Design pico_sample_sched, sky130hd; sources not shown.
### The metal 2 layer

Scale: 4 px per um.
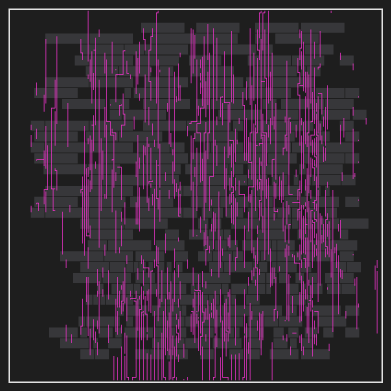
- longest straight run: 41.8 um
- share of all routed wire: 51%
routed via count: 2482
met2 Resource Use GR: 31.07%
wirelength, routed: 7.761 mm

### Clock routing

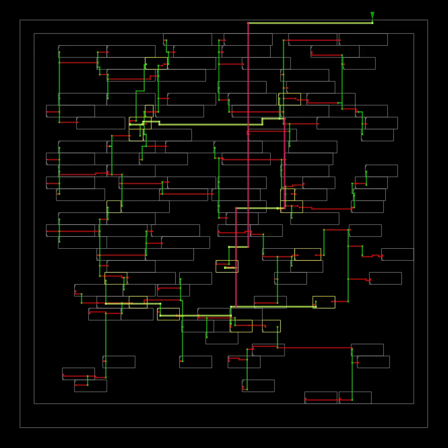
clock sinks: 105
flop count: 105
clock skew: 0.01198 ns

==> results.json <==
{
  "p_leak_nw": 1.677,
  "hold_buffers": 0,
  "timing.reg2reg.setup_slack_ns": 0.61,
  "final_layout_top_logic_cell": "edfxtp_1",
  "numPortBuffers": 55,
  "post_cts_resized": 0,
  "grt-ovfl-total": 0,
  "cts_tree": "yes",
  "endpoint_kind": "register",
  "crit_slowest_cell": "or4b_1",
  "cts_buffer_depth": 2,
  "clkPwrFrac_pct": 32.1,
  "syn_area_sq_um": 4073,
  "p_int_mw": 1.852,
  "grt_pass1_wl_mm": 12.59,
  "avgSynthCellArea_sq_um": 14.29,
  "ant_nets": 0,
  "cp_slowest_stage_delay_ns": 0.60,
  "aoi_share_pct": 5.161,
  "wl_per_cell_um": 17.06,
  "worst-path-max-fanout": 9,
  "power_frac_seq_pct": 60.7,
  "drive_gt1_share_pct": 15.17,
  "rsz0062_at_grt": "no",
  "drtPass1Iterations": 4,
  "period_needed_ns": 2.592,
  "async_flop_share_pct": 0,
  "rr_worst_depth": 9,
  "die_x_um": 92.85,
  "edf_count": 64,
  "tool_warnings": 27,
  "ys.warnings.count": 0,
  "path_depth": 9,
  "vias_per_cell": 5.455,
  "fmax_mhz": 385.8,
  "cts_max_level": 3,
  "pwr-share-comb_pct": 7.1,
  "ff_type": "edfxtp_1",
  "critPathRequiredTime_ns": 3.51,
  "finalWorstSetupSlack_ns": 0.6078,
  "hold_path_depth": 2,
  "setup_violations": 0,
  "largest_register_ff_count": 64,
  "ys_sh_mux_pct": 12.07,
  "synthTopCellsByArea": "edfxtp_1, dfxtp_1, mux4_2",
  "power_density_nw_per_um2": 489.3,
  "fa_ha_area_share_pct": 1.536,
  "synth.distinct_cells": 37,
  "fp_util_pct": 55.85,
  "ys_sh_xor_pct": 0.8602,
  "insertion_delay_ns": 0.37,
  "cts_root_buffer": "clkbuf_8",
  "crit_family": "simple AND/OR/NAND/NOR gates",
  "path_cells": "or4b_1 -> a32oi_2 -> ha_1 -> xor2_1 -> ha_1 -> a21oi_1 -> xor2_1 -> or3_1 -> a21oi_1",
  "hold_viol": 0,
  "core_region_area_sq_um": 7292,
  "top_cell_area_share_pct": 47.19,
  "hpwl_mm": 5.534,
  "outcome": "complete, no violations",
  "switchingPower_mw": 0.5840,
  "max-cap-violations": 0,
  "slew_headroom_pct": 51.17,
  "p_seq_mw": 1.48,
  "pg_clk_mw": 0.783,
  "rows": 31,
  "ys_sh_simple_pct": 11.18
}
==> final cells by class <==
class / instances / area, sq um
fillers: 522 / 2313
flip-flops and latches: 105 / 2743
multi-input cells: 164 / 1255
clock buffers: 9 / 123.9
repair buffers: 69 / 655.6
well taps: 99 / 123.9
inverters: 2 / 7.507
clock inverters: 7 / 70.07
==> metrics by stage <==
step	hold WS (ns)	cells	area (sq um)
5_1_grt	0.4908	455	4979
2_1_floorplan	0.4316	285	4073
3_3_place_gp	0.4391	439	4785
6_report	0.4633	455	4979
4_1_cts	0.4676	455	4979
3_5_place_dp	0.4533	439	4785
==> cell families after synthesis <==
logic type,Yosys count
DFF,105
and+or+nand+nor,90
muxes,29
adders and majority gates,5
xor gates and xnor gates,4
AOI/OAI and AO/OA,36
buffers and inverters,16
==> tightest hold or removal path: stages (launching register included) <==
cell	delay, ns
dfxtp_1	0.32
nand2_1	0.05
a21oi_1	0.05
==> cells in the mapped netlist (2+ instances only) <==
| cell | n |
|---|---|
| a2111oi_0 | 2 |
| a21oi_1 | 22 |
| buf_1 | 2 |
| buf_2 | 6 |
| clkbuf_1 | 5 |
| dfxtp_1 | 41 |
| edfxtp_1 | 64 |
| ha_1 | 5 |
| inv_1 | 2 |
| mux2i_1 | 12 |
| mux4_2 | 16 |
| nand2_1 | 30 |
| nand3_1 | 17 |
| nand3b_1 | 4 |
| nor2_1 | 18 |
| nor2b_1 | 3 |
| nor3_1 | 5 |
| o21ai_0 | 3 |
| o21ai_1 | 4 |
| or2_2 | 2 |
| or3_1 | 2 |
| or4b_1 | 2 |
| xor2_1 | 4 |
==> layer usage <==
metal,up-vias,routed length [um],GRT usage (%)
li1,1208,-,-
met2,51,3935,31.07
met3,14,301,4.793
met5,-,0,0
met4,0,181,7.937
met1,1209,3342,25.97
Power and IR drop assume default switching activity.
